===== src/rtl/coherence_bus_ctrl_pkg.sv =====
`default_nettype none
// ============================================================================
// Module      : coherence_bus_ctrl_pkg
// Description : Shared types for the two-core coherence bus controller:
//               RAM word, RAM handshake state and bus FSM state encodings.
// Revision    : 1.0  initial release
// ============================================================================
package coherence_bus_ctrl_pkg;

  typedef logic [31:0] word_t;

  // RAM handshake reported by the memory model
  typedef enum logic [1:0] {
    FREE   = 2'd0,
    BUSY   = 2'd1,
    ACCESS = 2'd2,  // word completes this cycle
    ERROR  = 2'd3
  } ramstate_t;

  typedef enum logic [2:0] {
    IDLE  = 3'd0,
    SNOOP = 3'd1,
    C2C   = 3'd2,
    RAM_D = 3'd3,
    RAM_I = 3'd4
  } bus_state_t;

  localparam int unsigned NUM_CORES = 2;

  // Word 0 of a 2-word block (address bit 2 selects the word)
  function automatic logic block_first(input word_t addr);
    return (addr[2] == 1'b0);
  endfunction

endpackage
`default_nettype wire


===== src/rtl/coherence_bus_ctrl_if.sv =====
`default_nettype none
// ============================================================================
// Module      : coherence_bus_ctrl_if
// Description : Cache, snoop and RAM signals of the coherence bus.
//               master : the bus controller
//               slave  : the caches plus RAM model facing the controller
// Ports       : iREN/iaddr/iwait/iload        icache side (2 cores)
//               dREN/dWEN/daddr/dstore/dwait/dload  dcache side (2 cores)
//               ccwrite/cctrans/ccwait/ccinv/ccsnoopaddr  snoop handshake
//               ramREN/ramWEN/ramaddr/ramstore/ramload/ramstate  RAM port
//               bus_err                        sticky timeout flag
// Revision    : 1.0  initial release
// ============================================================================
interface coherence_bus_ctrl_if;
  import coherence_bus_ctrl_pkg::*;

  logic      [1:0] iREN;
  word_t     [1:0] iaddr;
  logic      [1:0] iwait;
  word_t     [1:0] iload;

  logic      [1:0] dREN;
  logic      [1:0] dWEN;
  word_t     [1:0] daddr;
  word_t     [1:0] dstore;
  logic      [1:0] dwait;
  word_t     [1:0] dload;

  logic      [1:0] ccwrite;
  logic      [1:0] cctrans;
  logic      [1:0] ccwait;
  logic      [1:0] ccinv;
  word_t     [1:0] ccsnoopaddr;

  logic            ramREN;
  logic            ramWEN;
  word_t           ramaddr;
  word_t           ramstore;
  word_t           ramload;
  ramstate_t       ramstate;

  logic            bus_err;

  modport master (
    input  iREN, iaddr, dREN, dWEN, daddr, dstore, ccwrite, cctrans,
           ramload, ramstate,
    output iwait, iload, dwait, dload, ccwait, ccinv, ccsnoopaddr,
           ramREN, ramWEN, ramaddr, ramstore, bus_err
  );

  modport slave (
    output iREN, iaddr, dREN, dWEN, daddr, dstore, ccwrite, cctrans,
           ramload, ramstate,
    input  iwait, iload, dwait, dload, ccwait, ccinv, ccsnoopaddr,
           ramREN, ramWEN, ramaddr, ramstore, bus_err
  );

endinterface
`default_nettype wire


===== src/rtl/coherence_bus_ctrl_rr_arbiter2.sv =====
`default_nettype none
// ============================================================================
// Module      : coherence_bus_ctrl_rr_arbiter2
// Description : Two-requester round-robin arbiter. The pointer names the
//               preferred core; on advance_i it moves to the core that was
//               not just served.
// Ports       : clk, rst      clock, async active-high reset
//               req_i         request per core
//               advance_i     a grant to done_id_i completed this cycle
//               done_id_i     core whose grant completed
//               gnt_id_o      core that wins now
//               gnt_vld_o     at least one request present
// Revision    : 1.0  initial release
// ============================================================================
module coherence_bus_ctrl_rr_arbiter2 (
  input  logic       clk,
  input  logic       rst,
  input  logic [1:0] req_i,
  input  logic       advance_i,
  input  logic       done_id_i,
  output logic       gnt_id_o,
  output logic       gnt_vld_o
);

  logic ptr_q;
  logic ptr_d;

  always_comb begin
    gnt_vld_o = |req_i;
    gnt_id_o  = ptr_q;
    if (!req_i[ptr_q]) begin
      gnt_id_o = ~ptr_q;
    end
    ptr_d = ptr_q;
    if (advance_i) begin
      ptr_d = ~done_id_i;
    end
  end

  always_ff @(posedge clk or posedge rst) begin
    if (rst) begin
      ptr_q <= 1'b0;
    end else begin
      ptr_q <= ptr_d;
    end
  end

endmodule
`default_nettype wire


===== src/rtl/coherence_bus_ctrl.sv =====
`default_nettype none
// ============================================================================
// Module      : coherence_bus_ctrl
// Description : Shares one RAM port between two cores (dcache + icache each).
//               One word access in flight at a time. Dcache fills of block
//               word 0 snoop the peer dcache first; a dirty peer supplies both
//               words cache-to-cache while they are written back to RAM.
// Parameters  : TIMEOUT_CYC  RAM cycles before the sticky bus_err sets
// Ports       : clk, rst     clock, async active-high reset
//               bus          coherence_bus_ctrl_if.master (caches, snoop, RAM)
// Revision    : 1.0  initial release
// ============================================================================
module coherence_bus_ctrl
  import coherence_bus_ctrl_pkg::*;
#(
  parameter int unsigned TIMEOUT_CYC = 64
) (
  input  logic                 clk,
  input  logic                 rst,
  coherence_bus_ctrl_if.master bus
);

  localparam int unsigned CNT_W = $clog2(TIMEOUT_CYC) + 1;

  bus_state_t       state_q, state_d;
  logic             g_q, g_d;          // granted core
  logic             word_q, word_d;    // C2C word index within the block
  logic [CNT_W-1:0] cnt_q, cnt_d;      // RAM cycles of the current access
  logic             bus_err_q, bus_err_d;

  logic peer;
  logic acc;
  logic ram_phase;

  logic d_gnt, d_vld, d_adv;
  logic i_gnt, i_vld, i_adv;

  assign peer      = ~g_q;
  assign acc       = (bus.ramstate == ACCESS);
  assign ram_phase = (state_q == C2C) || (state_q == RAM_D) || (state_q == RAM_I);
  assign bus.bus_err = bus_err_q;

  coherence_bus_ctrl_rr_arbiter2 u_arb_d (
    .clk       (clk),
    .rst       (rst),
    .req_i     (bus.dREN | bus.dWEN),
    .advance_i (d_adv),
    .done_id_i (g_q),
    .gnt_id_o  (d_gnt),
    .gnt_vld_o (d_vld)
  );

  coherence_bus_ctrl_rr_arbiter2 u_arb_i (
    .clk       (clk),
    .rst       (rst),
    .req_i     (bus.iREN),
    .advance_i (i_adv),
    .done_id_i (g_q),
    .gnt_id_o  (i_gnt),
    .gnt_vld_o (i_vld)
  );

  always_comb begin
    state_d         = state_q;
    g_d             = g_q;
    word_d          = word_q;
    cnt_d           = cnt_q;
    d_adv           = 1'b0;
    i_adv           = 1'b0;
    bus.iwait       = 2'b11;
    bus.dwait       = 2'b11;
    bus.iload       = '0;
    bus.dload       = '0;
    bus.ccwait      = 2'b00;
    bus.ccinv       = 2'b00;
    bus.ccsnoopaddr = '0;
    bus.ramREN      = 1'b0;
    bus.ramWEN      = 1'b0;
    bus.ramaddr     = '0;
    bus.ramstore    = '0;

    // Timeout: count non-completing RAM cycles, saturating; never aborts.
    if (ram_phase && !acc && (cnt_q != CNT_W'(TIMEOUT_CYC))) begin
      cnt_d = cnt_q + 1'b1;
    end
    bus_err_d = bus_err_q |
                (ram_phase && !acc && (cnt_q == CNT_W'(TIMEOUT_CYC - 1)));

    case (state_q)
      IDLE: begin
        word_d = 1'b0;
        if (d_vld) begin
          g_d = d_gnt;
          // Write wins when a core raises dWEN and dREN together.
          if (bus.dWEN[d_gnt]) begin
            state_d = RAM_D;
          end else if (block_first(bus.daddr[d_gnt])) begin
            state_d = SNOOP;
          end else begin
            state_d = RAM_D;
          end
        end else if (i_vld) begin
          g_d     = i_gnt;
          state_d = RAM_I;
        end
      end

      SNOOP: begin
        bus.ccwait[peer]      = 1'b1;
        bus.ccsnoopaddr[peer] = bus.daddr[g_q];
        bus.ccinv[peer]       = bus.ccwrite[g_q];
        word_d                = 1'b0;
        if (!bus.dREN[g_q]) begin
          state_d = IDLE;
        end else if (bus.cctrans[peer]) begin
          // Peer writing back in the answer cycle means it holds the line dirty.
          state_d = bus.dWEN[peer] ? C2C : RAM_D;
        end
      end

      C2C: begin
        // Peer's writeback goes to RAM and is forwarded to the requester.
        bus.ccwait[peer] = 1'b1;
        bus.ramWEN       = bus.dREN[g_q];
        bus.ramaddr      = bus.daddr[peer];
        bus.ramstore     = bus.dstore[peer];
        bus.dload[g_q]   = bus.dstore[peer];
        if (!bus.dREN[g_q]) begin
          state_d = IDLE;
        end else if (acc) begin
          bus.dwait[g_q]  = 1'b0;
          bus.dwait[peer] = 1'b0;
          cnt_d           = '0;
          word_d          = ~word_q;
          if (word_q) begin
            state_d = IDLE;
            d_adv   = 1'b1;
          end
        end
      end

      RAM_D: begin
        bus.ramWEN     = bus.dWEN[g_q];
        bus.ramREN     = bus.dREN[g_q] & ~bus.dWEN[g_q];
        bus.ramaddr    = bus.daddr[g_q];
        bus.ramstore   = bus.dstore[g_q];
        bus.dload[g_q] = bus.ramload;
        if (!(bus.dREN[g_q] | bus.dWEN[g_q])) begin
          state_d = IDLE;
        end else if (acc) begin
          bus.dwait[g_q] = 1'b0;
          state_d        = IDLE;
          d_adv          = 1'b1;
        end
      end

      RAM_I: begin
        bus.ramREN     = bus.iREN[g_q];
        bus.ramaddr    = bus.iaddr[g_q];
        bus.iload[g_q] = bus.ramload;
        if (!bus.iREN[g_q]) begin
          state_d = IDLE;
        end else if (acc) begin
          bus.iwait[g_q] = 1'b0;
          state_d        = IDLE;
          i_adv          = 1'b1;
        end
      end

      default: begin
        state_d = IDLE;
      end
    endcase

    if (state_d != state_q) begin
      cnt_d = '0;
    end
  end

  always_ff @(posedge clk or posedge rst) begin
    if (rst) begin
      state_q   <= IDLE;
      g_q       <= 1'b0;
      word_q    <= 1'b0;
      cnt_q     <= '0;
      bus_err_q <= 1'b0;
    end else begin
      state_q   <= state_d;
      g_q       <= g_d;
      word_q    <= word_d;
      cnt_q     <= cnt_d;
      bus_err_q <= bus_err_d;
    end
  end

endmodule
`default_nettype wire


===== src/flat_wrapper.sv =====
// flat-port wrapper written by rule: the top's interface ports become plain ports
module coherence_bus_ctrl_flat import coherence_bus_ctrl_pkg::*;
#(
  parameter int unsigned TIMEOUT_CYC = 64
)
  (clk, rst, bus_iREN, bus_iaddr, bus_dREN, bus_dWEN, bus_daddr, bus_dstore, bus_ccwrite, bus_cctrans, bus_ramload, bus_ramstate, bus_iwait, bus_iload, bus_dwait, bus_dload, bus_ccwait, bus_ccinv, bus_ccsnoopaddr, bus_ramREN, bus_ramWEN, bus_ramaddr, bus_ramstore, bus_bus_err);
  coherence_bus_ctrl_if bus_i ();
  input  logic clk;
  input  logic rst;
  input wire logic [$bits(bus_i.iREN)-1:0] bus_iREN;
  input wire logic [$bits(bus_i.iaddr)-1:0] bus_iaddr;
  input wire logic [$bits(bus_i.dREN)-1:0] bus_dREN;
  input wire logic [$bits(bus_i.dWEN)-1:0] bus_dWEN;
  input wire logic [$bits(bus_i.daddr)-1:0] bus_daddr;
  input wire logic [$bits(bus_i.dstore)-1:0] bus_dstore;
  input wire logic [$bits(bus_i.ccwrite)-1:0] bus_ccwrite;
  input wire logic [$bits(bus_i.cctrans)-1:0] bus_cctrans;
  input wire logic [$bits(bus_i.ramload)-1:0] bus_ramload;
  input wire logic [$bits(bus_i.ramstate)-1:0] bus_ramstate;
  output wire logic [$bits(bus_i.iwait)-1:0] bus_iwait;
  output wire logic [$bits(bus_i.iload)-1:0] bus_iload;
  output wire logic [$bits(bus_i.dwait)-1:0] bus_dwait;
  output wire logic [$bits(bus_i.dload)-1:0] bus_dload;
  output wire logic [$bits(bus_i.ccwait)-1:0] bus_ccwait;
  output wire logic [$bits(bus_i.ccinv)-1:0] bus_ccinv;
  output wire logic [$bits(bus_i.ccsnoopaddr)-1:0] bus_ccsnoopaddr;
  output wire logic [$bits(bus_i.ramREN)-1:0] bus_ramREN;
  output wire logic [$bits(bus_i.ramWEN)-1:0] bus_ramWEN;
  output wire logic [$bits(bus_i.ramaddr)-1:0] bus_ramaddr;
  output wire logic [$bits(bus_i.ramstore)-1:0] bus_ramstore;
  output wire logic [$bits(bus_i.bus_err)-1:0] bus_bus_err;
  assign bus_i.iREN = bus_iREN;
  assign bus_i.iaddr = bus_iaddr;
  assign bus_i.dREN = bus_dREN;
  assign bus_i.dWEN = bus_dWEN;
  assign bus_i.daddr = bus_daddr;
  assign bus_i.dstore = bus_dstore;
  assign bus_i.ccwrite = bus_ccwrite;
  assign bus_i.cctrans = bus_cctrans;
  assign bus_i.ramload = bus_ramload;
  assign bus_i.ramstate = bus_ramstate;
  assign bus_iwait = bus_i.iwait;
  assign bus_iload = bus_i.iload;
  assign bus_dwait = bus_i.dwait;
  assign bus_dload = bus_i.dload;
  assign bus_ccwait = bus_i.ccwait;
  assign bus_ccinv = bus_i.ccinv;
  assign bus_ccsnoopaddr = bus_i.ccsnoopaddr;
  assign bus_ramREN = bus_i.ramREN;
  assign bus_ramWEN = bus_i.ramWEN;
  assign bus_ramaddr = bus_i.ramaddr;
  assign bus_ramstore = bus_i.ramstore;
  assign bus_bus_err = bus_i.bus_err;
  coherence_bus_ctrl #(.TIMEOUT_CYC(TIMEOUT_CYC)) u_core (.clk(clk), .rst(rst), .bus(bus_i));
endmodule

===== config.mk =====
export PLATFORM = sky130hd
export DESIGN_NAME = coherence_bus_ctrl_flat
export DESIGN_NICKNAME = d
export VERILOG_FILES = /design/src/rtl/coherence_bus_ctrl_pkg.sv /design/src/rtl/coherence_bus_ctrl_if.sv /design/src/rtl/coherence_bus_ctrl_rr_arbiter2.sv /design/src/rtl/coherence_bus_ctrl.sv /design/src/flat_wrapper.sv
export SDC_FILE = /design/constraint.sdc
export NUM_CORES = 1
export LEC_CHECK = 0
export ABC_AREA = 1
export CAP_MARGIN = 20
export CORE_AREA = 2 2 199 201
export CTS_CLUSTER_SIZE = 30
export DETAILED_ROUTE_END_ITERATION = 7
export DIE_AREA = 0 0 201 203
export GPL_ROUTABILITY_DRIVEN = 0
export HOLD_SLACK_MARGIN = 0.15
export PLACE_DENSITY_LB_ADDON = 0.15
export SLEW_MARGIN = 10
export SYNTH_ARGS = -nofsm -noshare
export SYNTH_HDL_FRONTEND = slang
export SYNTH_SLANG_ARGS = --single-unit

===== constraint.sdc =====
create_clock -name clk -period 2.5 [get_ports clk]
set_clock_uncertainty 0.1 [all_clocks]
set_input_delay 0.75 -clock clk [delete_from_list [all_inputs] [get_ports clk]]
set_output_delay 0.75 -clock clk [all_outputs]
set_load 0.1 [all_outputs]

==> Changelog: implementation, run 1 <==
### Changed

- Finished Layout Cells: 2,275
- Crit end category: output port
- Cells after Synth: 977
- Clock sink count: 15
- Biggest Area Class: non-clock buffers
- Max Slew Vio Count: 0
- Comb/total area: 0.350
- Average wire per standard cell: 21.4 um
- Clock-cell share: 0.00368
- Antenna Cells: 5
- Area grow syn2layout: 322%
- Synth top cell by count: nand2_1
- Chip width: 201 um
- Die Y: 203 um
- Routed vias/inst: 4.57
- Post-synth EDFFs: 0
- OpenROAD warning count: 30
- Routed length on met3: 3.13 mm
- Placed insts: 2,137
- Clock Power Share: 0.012
- FP Rows: 72
- Status: finished with violations
- Layout net count: 1,993
- Post_cts resized: 272
- FFs w/ async S/R, synth: 1.00
- Largest regs: u_core.cnt_q x7, u_core.state_q x3
- Net Count, Synth: 1,217
- First-pass GRT wire length: 69.4 mm
- Post-synthesis sequential area ratio: 0.0727
- Area leader share: 0.178
- Post-synthesis cell area: 5160 um^2
- Tap Count: 518
- Power share of the combinational group: 0.973
- Top cells by count: nand2_1, inv_1, nor2_1
- # Cells Yosys: 977
- Data buffer area share: 0.563
- Iter 0 DRT Violations: 460
- Part of the power in registers: 0.015
- Minimum clock period: 2.81 ns
- Met2 routed WL: 25.0 mm
- Max reg flops: 7
- Max Used Layer: met4
- Critical Path RT: 1.65 ns
- Worst setup margin: -0.314 ns
- Maxcap violations: 0
- Clock root cell: clkbuf_16
- Busiest grt layer: met2
- GR Util met3: 0.0485
- Clock Path Buffers: 2
- GRT Util Overall: 0.222
- Bufs w/o clock: 856
- Initial antenna violation count: 5
- Core area: 38,500 um^2
- Yosys warns: 0
- Switching Share: 0.596
- Failing checks: negative setup slack
- Pint: 11.2 mW
- Routed Antenna Nets: 0
- Worst vdd ir: 859 uV
- Most common flop cell mapped by yosys: dfrtp_1
- Layout cell share with drive strength beyond 1: 0.600
- RSZ-0062 raised after global routing: true
- CTS clock-pin slew for the worst setup and hold paths: 0.06 ns
- Final setup fails: 264
- Fmax: 0.355 GHz
- Most flop-heavy register: u_core.cnt_q
- Fillers: 3,255
- Total grt overflow: 0
- Slew of the pin with the lowest slew margin: 0.636 ns
- Logic area: 7620 um^2
- Met2 global-route usage: 0.397
- Deepest level of the CTS H-tree: 1
- Total setup buffers inserted after CTS: 82
- Fp_density: 0.134
- I/O pins: 505
- CP max FO: 8
- CTS tree: done
- Registers: 15
- Comb group: 27.0 mW
- R2r setup slk: -0.12 ns
- Drt first pass iters: 7
- Final worst-path cycle share: 1.13
- Largest net degree at the start of global routing: 24
- Comb_multi_in: 701
- Hold_buf cts: 0
- Worst setup SP type: flop
- Biggest area consumer among synthesized cells: nand2_1
- Data arrival, critical path: 1.96 ns
- Post-DP HPWL: 35.1 mm
- M1 WL: 19.6 mm
- Top cells by area: nand2_1, inv_1, o32ai_1
- Rel. slew slack: 0.576
- Pwr Density: 1280 nW/um^2
- Leakage: 9.01 nW
- Number of synthesized register bits: 15
- Chip area: 40,800 um^2
- Final hold vios: 0
- Met1 Usage GRT: 0.270
- Non-clk invs: 176
- Syn avg cell area: 5.29 um^2
- Port buffer count: 504
- Hold Crit Class: reg2reg
[run 1: layout by cell type (no fill, tap or decap), drive strengths merged, types with 15 or more instances in the layout]
master	instances
a21oi	32
buf	604
clkbuf	15
clkdlybuf4s50	159
dfrtp	15
dlygate4sd2	50
dlymetal6s2s	27
inv	169
nand2	247
nand3	31
nor2	103
nor3	65
o211ai	38
o21ai	38
o221ai	31
o32ai	62
[run 1: worst paths after layout]
| path | cells past startpoint | from | end |
|---|---|---|---|
| setup / recovery | 8 | u_core.state_q[0] | bus_ramaddr[4] |
| hold / removal | 1 | u_core.bus.bus_err | u_core.bus.bus_err |
| setup reg to reg | 15 | u_core.g_q | u_core.word_q |
| hold reg to reg | 1 | u_core.bus.bus_err | u_core.bus.bus_err |
| max in group asynchronous | 2 | rst | u_core.g_q |
| min in group asynchronous | 2 | rst | u_core.bus.bus_err |
[run 1: stage by stage]
stage / hold WS (ns) / cell area, um^2 / setup slack, ns / setup TNS [ns]
finish: 0.421 / 21800 / -0.314 / -50.90
global route: 0.440 / 21800 / -0.380 / -67.65
CTS: 0.415 / 20800 / -0.317 / -53.64
detailed placement: 0.396 / 18800 / -0.462 / -50.32
global placement: 0.408 / 18800 / -0.467 / -48.85
floorplan: 0.428 / 9140 / -0.314 / -41.78
[run 1: logic make-up after synthesis]
logic type / after synthesis / synth area share
buffers and inverters: 261 / 0.204
xor gates and xnor gates: 4 / 0.00678
and+or+nand+nor: 454 / 0.367
DFF: 15 / 0.0727
AOI/OAI and AO/OA: 241 / 0.345
adders and majority gates: 2 / 0.00484
[run 1: worst max-delay path: stages (launching register included)]
cell	delay, ns
dfrtp_2	0.45
inv_2	0.10
nand3_4	0.12
nor2_4	0.21
inv_8	0.08
buf_16	0.16
buf_12	0.16
o2111ai_4	0.22
buf_12	0.21
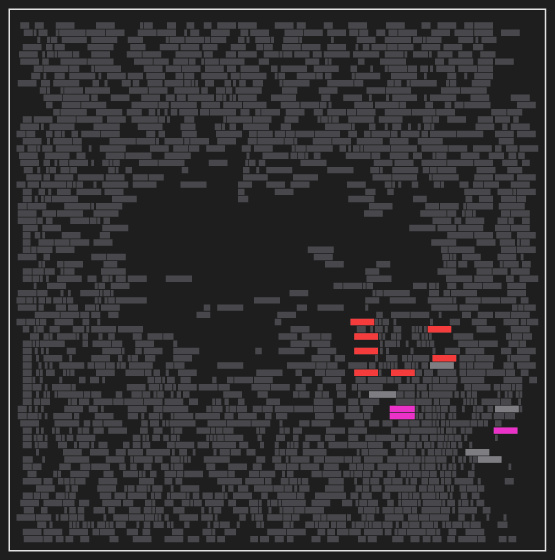
Fig. 1. Where the registers sit (run 1).
signal	color	flops
u_core.cnt_q	red	7
u_core.state_q	magenta	3
not colored	5
P_seq: 419 uW
flop share of the area: 0.0175
post-layout util: 0.566
FF+latch area: 382 um^2

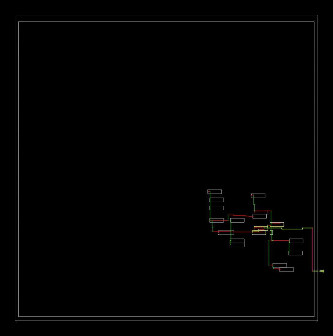
Fig. 2. Clock wiring as the flow saved it (run 1).
total CTS buffers: 3
Clock group: 326 uW
Clock Latency Late Sink: 0.25 ns
clock buffers: 3

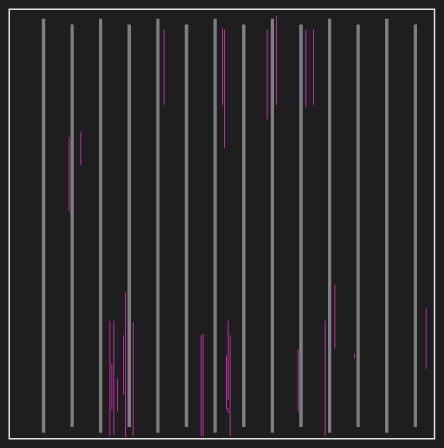
Fig. 3. Metal 4 (run 1).
Supply wires on this layer in gray.
main direction	vertical
wire length on this layer	982 um
share of all routed wire	2.0%
longest straight run	68.7 um
DR vias: 10.4k
final wirelength: 48.7 mm

==> run 2: changes to the inputs <==
clock period = 2.98 ns   (was 2.5 ns; I/O delays follow)
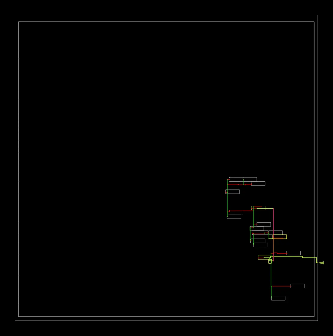
Fig. 4. Clock wiring as the flow saved it (run 2).
clock sink count: 15
Clock group: 278 uW
registers: 15

==> run 2 against run 1 <==
The run still ends with negative setup slack left; synthesized cell count stayed put; register-to-register slack gained 0.89 ns; combinational power is 27% lower; critical path type unchanged; largest cell class unchanged.
==> Changelog: implementation, run 2 <==
### Changed

- Status: finished with violations
- Failing checks: negative setup slack
- Chip width: 201 um
- Routed vias/inst: 4.46
- Total grt overflow: 0
- WP buf/inv: 3
- Deepest level of the CTS H-tree: 1
- CTS tree: done
- Switching Share: 0.635
- Rel. slew slack: 0.544
- Hold path depth: 1
- Layout cell share with drive strength beyond 1: 0.581
- Commonest non-fill, non-tap cells in the layout: buf_12, nand2_1, buf_4
- Hold Crit Class: reg2reg
- Final hold vios: 0
- Reg-to-Reg Start: u_core.g_q
- Clock Power Share: 0.014
- Biggest area consumer among synthesized cells: nand2_1
- Maxcap violations: 0
- Top cells by count: nand2_1, inv_1, nor2_1
- Chip area: 40,800 um^2
- Top cell excl fill/tap: buf_12
- Average wire per standard cell: 19.7 um
- Final worst-path cycle share: 1.01
- Final setup TNS: -0.0380 ns
- CTS clock-pin slew for the worst setup and hold paths: 0.05 ns
- Critical path cell sequence: buf_4 > buf_12 > o32ai_2 > buf_12
- Worst setup margin: -0.0153 ns
- Slew of the pin with the lowest slew margin: 0.684 ns
- Final instance area: 19,400 um^2
- Routed Antenna Nets: 0
- FF-to-FF path depth: 14
- Critical path origin: u_core.g_q
- Largest net degree at the start of global routing: 49
- Worst Hold Path EP: u_core.bus.bus_err
- Total CTS buffers: 3
- Number of synthesized register bits: 15
- Most common flop cell mapped by yosys: dfrtp_1
- Part of the power in registers: 0.018
- Most flop-heavy register: u_core.cnt_q
- DR vias: 9,659
- Clock Path Buffers: 2
- Top cells by area: nand2_1, inv_1, o32ai_1
- Net Count, Synth: 1,217
- Worst vdd ir: 566 uV
- Clock Latency Late Sink: 0.25 ns
- Yosys warns: 0
- Post-DP HPWL: 32.9 mm
- Final hold slack: 0.364 ns
- Fp_density: 0.134
- First-pass GRT wire length: 63.0 mm
- Final wirelength: 42.8 mm
- OpenROAD warning count: 30
- R2r setup slk: 0.77 ns
- FFs w/ async S/R, synth: 1.00
- Synth top cell by count: nand2_1
- Post-synthesis cell area: 5160 um^2
- RSZ-0062 raised after global routing: true
- Slowest stage delay, CP: 0.54 ns
- Logic area: 7180 um^2
- Post-synth EDFFs: 0
- Largest regs: u_core.cnt_q x7, u_core.state_q x3
- Power share of the combinational group: 0.968
- Post-synthesis sequential area ratio: 0.0727
- Final setup fails: 9
-- run 2: final cells by class --
type / instances / area share
multi-input combinational: 701 / 0.371
sequential: 15 / 0.0197
clock inverter: 1 / 0.000259
timing repair buffer: 748 / 0.533
tap: 518 / 0.0335
inverter: 175 / 0.0385
antenna: 5 / 0.000646
clock buffer: 3 / 0.00388
-- run 2: layer usage --
layer | vias up | part of all wire | global-route usage
li1 | 4716 | - | -
met1 | 4582 | 0.38 | 0.230
met2 | 300 | 0.53 | 0.361
met3 | 59 | 0.063 | 0.0456
met4 | 2 | 0.030 | 0.0616
met5 | - | 0.00030 | 0
-- run 2: power by group through the flow --
stage	Clock (mW)	Sequential (mW)	Combinational (mW)
2_1_floorplan	0	0.317	11.9
3_3_place_gp	0	0.371	18.5
3_5_place_dp	0	0.370	18.5
4_1_cts	0.282	0.359	19.2
5_1_grt	0.286	0.375	20.4
6_report	0.278	0.363	19.7
-- run 2: per-stage QoR --
stage,cells,util,setup slack (ns)
final,2166,0.503,-0.0153
after global routing,2166,0.503,-0.0730
after CTS,2130,0.483,-0.0433
after detailed placement,2075,0.462,-0.303
after global placement,2075,0.462,-0.317
after floorplan,977,-,-0.491
-- run 2: cells by family (layout without fill, tap and decap cells) --
group,after synthesis,after routing,share of synthesized area
other,0,5,0
AND-OR/OR-AND,241,241,0.345
XOR/XNOR,4,4,0.00678
adder cells (fa/ha/maj),2,2,0.00484
buffers and inverters,261,927,0.204
AND/OR/NAND/NOR,454,454,0.367
flip-flops,15,15,0.0727
-- run 2: timing repair --
item	4_1_cts	5_1_grt
setup buffers	47	27
pin swaps	80	62
endpoints found under the setup margin	181	138
gates resized	207	149
gates cloned	4	5
endpoints found under the hold margin	0	0
==> run 3: changes to the inputs <==
clock period = 2.8 ns   (was 2.98 ns; I/O delays follow)
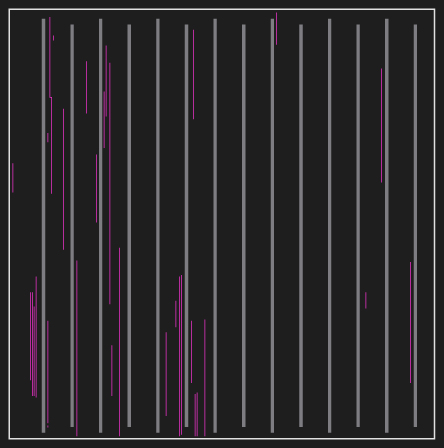
Fig. 5. Metal 4 (run 3).
Supply wires on this layer in gray.
wire length on this layer	1,340 um
main direction	vertical
longest straight run	114 um
nets with wire on the layer	32
share of all routed wire	2.6%
DR vias: 10.7k
final wirelength: 50.9 mm

==> run 3 against run 2 <==
The flow still finishes with violations (negative setup slack); clock power increased by 5%; core utilization grew 7.7 points; power rose by 24%; die area unchanged; worst setup slack got worse by 0.16 ns; combinational power is 25% higher; sequential power up 4%; first-iteration DRC count rose by 28%; critical endpoint is now bus_ramaddr[0]; largest cell class unchanged.
==> Changelog: implementation, run 3 <==
### Changed

- Initial antenna violation count: 9
- Cells after Synth: 977
- Commonest non-fill, non-tap cells in the layout: buf_12, buf_4, nand2_1
- Max Used Layer: met5
- FF-to-FF End: u_core.u_arb_d.ptr_q
- Net Count, Synth: 1,217
- FF-to-FF path depth: 11
- Adder Share, Synth: 0.00484
- Most common flop cell mapped by yosys: dfrtp_1
- Worst vdd ir: 1440 uV
- Biggest area consumer among synthesized cells: nand2_1
- Fmax: 0.337 GHz
- Top cells by count: nand2_1, inv_1, nor2_1
- Critical path cell sequence: buf_6 > nand3_4 > nor2_4 > buf_12 > buf_12 > a22oi_2 > nand4_1 > buf_12
- Simple share: 0.367
- XOR Share, Synth: 0.00678
- Hold path depth: 1
- Clock sink count: 15
- Slew of the pin with the lowest slew margin: 0.613 ns
- Post-DP HPWL: 35.3 mm
- I/O pins: 505
- Routed Antenna Nets: 0
- Die Y: 203 um
- R2r setup slk: 0.52 ns
- GRT Util Overall: 0.234
- Worst setup endpoint: bus_ramaddr[0]
- Final instance area: 22,300 um^2
- Status: finished with violations
- Critical Path RT: 1.86 ns
- Minimum clock period: 2.97 ns
- Largest net degree at the start of global routing: 30
- Worst setup margin: -0.171 ns
- Reg-to-Reg Start: u_core.g_q
- Max reg flops: 7
- Yosys warns: 0
- Fillers: 3,232
- Post-synthesis cell area: 5160 um^2
- Port buffer count: 504
- Leakage: 9.31 nW
- Post-synth EDFFs: 0
- CTS clock-pin slew for the worst setup and hold paths: 0.06 ns
- CP max FO: 5
- Final worst-path cycle share: 1.06
- Synth top cell by count: nand2_1
- Core area: 38,500 um^2
- Area leader share: 0.178
- Aoi share: 0.345
- Number of synthesized register bits: 15
- Worst setup SP type: flop
- Failing checks: negative setup slack
- Slowest CP cell: dfrtp_2
- Final hold vios: 0
- Pwr Density: 1130 nW/um^2
- CTS tree: done
- Critical path origin: u_core.state_q[1]
- WP buf/inv: 4
- Worst Hold Path EP: u_core.bus.bus_err
- RSZ-0062 raised after global routing: true
- Area grow syn2layout: 332%
- Average wire per standard cell: 22.0 um
- Crit path max-delay family: buffers and inverters
- Hold Crit Class: reg2reg
- Rel. slew slack: 0.591
- Data arrival, critical path: 2.03 ns
- Routed length on met3: 3.51 mm
- Clock Latency Late Sink: 0.25 ns
- Drt first pass iters: 5
- Main logic family after synthesis: simple AND/OR/NAND/NOR gates
- Layout net count: 2,036
- MUX share of area: 0
- FFs w/ async S/R, synth: 1.00
- Syn avg cell area: 5.29 um^2
- Layout cell share with drive strength beyond 1: 0.635
- Clock root cell: clkbuf_16
- Area after DPL: 18,400 um^2
- Top cells by area: nand2_1, inv_1, o32ai_1
- Worst hold path startpoint: u_core.bus.bus_err
- Final setup fails: 134
[run 3: per-layer routing]
metal  global-route usage  vias up
li1                     -     5039
met1                0.259     5122
met2                0.448      432
met3               0.0528       67
met4               0.0556        8
met5                    0        -
[run 3: final cells by class]
type | instances | area (um^2) | area share
timing repair inverter | 5 | 80.1 | 0.00359
clock buffer | 3 | 75.1 | 0.00337
antenna | 4 | 10.0 | 0.000449
timing repair buffer | 895 | 12700 | 0.570
sequential | 15 | 382 | 0.0171
multi-input combinational | 701 | 7610 | 0.341
tap | 518 | 648 | 0.0291
clock inverter | 1 | 5.00 | 0.000224
inverter | 175 | 782 | 0.0351
[run 3: logic make-up after synthesis]
| group | Yosys count |
|---|---|
| AND-OR/OR-AND | 241 |
| XOR/XNOR | 4 |
| adder cells (fa/ha/maj) | 2 |
| buffers and inverters | 261 |
| flip-flops | 15 |
| AND/OR/NAND/NOR | 454 |
[run 3: power breakdown]
| group | internal, mW | switching (mW) |
|---|---|---|
| combinational | 9.81 | 14.8 |
| sequential | 0.288 | 0.0885 |
| clock | 0.191 | 0.101 |
| total | 10.3 | 15.0 |
[run 3: stage by stage]
step | instances | hold slack (ns) | TNS, ns | worst slack, ns
6_report | 2317 | 0.370 | -6.64 | -0.171
5_1_grt | 2317 | 0.402 | -14.13 | -0.184
4_1_cts | 2270 | 0.373 | -6.57 | -0.174
3_5_place_dp | 2142 | 0.361 | -23.74 | -0.403
3_3_place_gp | 2142 | 0.358 | -21.93 | -0.414
2_1_floorplan | 977 | 0.428 | -26.89 | -0.572
[run 3: repair_timing]
item,4_1_cts,5_1_grt
resized,467,183
hold buffers,0,0
cloned,33,14
pin swaps,148,104
endpoints found under the setup margin,228,235
setup buffers,93,35

==> screenshots <==
Drive-strength map.
Scale bar: 50 um.
panel A
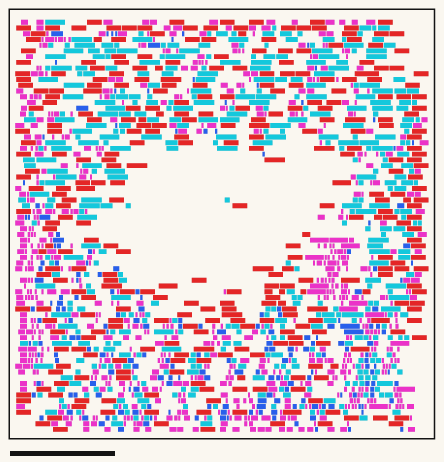
panel B
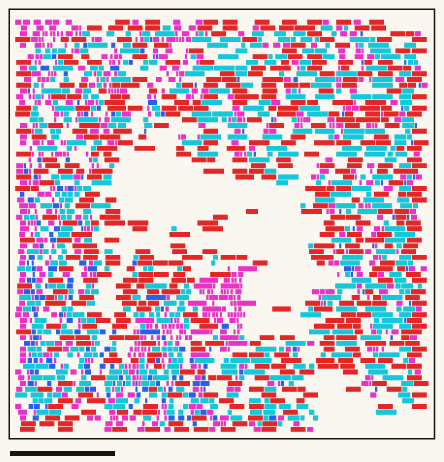
Run 2 is panel A.
Run 3 is panel B.

Key to panel A:
size	color	cells	share
_6 and larger	red	337	21%
_3 and _4 cells	cyan	423	26%
_2 cells	blue	195	12%
_0 and _1 cells	magenta	688	42%

Power is estimated from default activity; no workload was simulated.
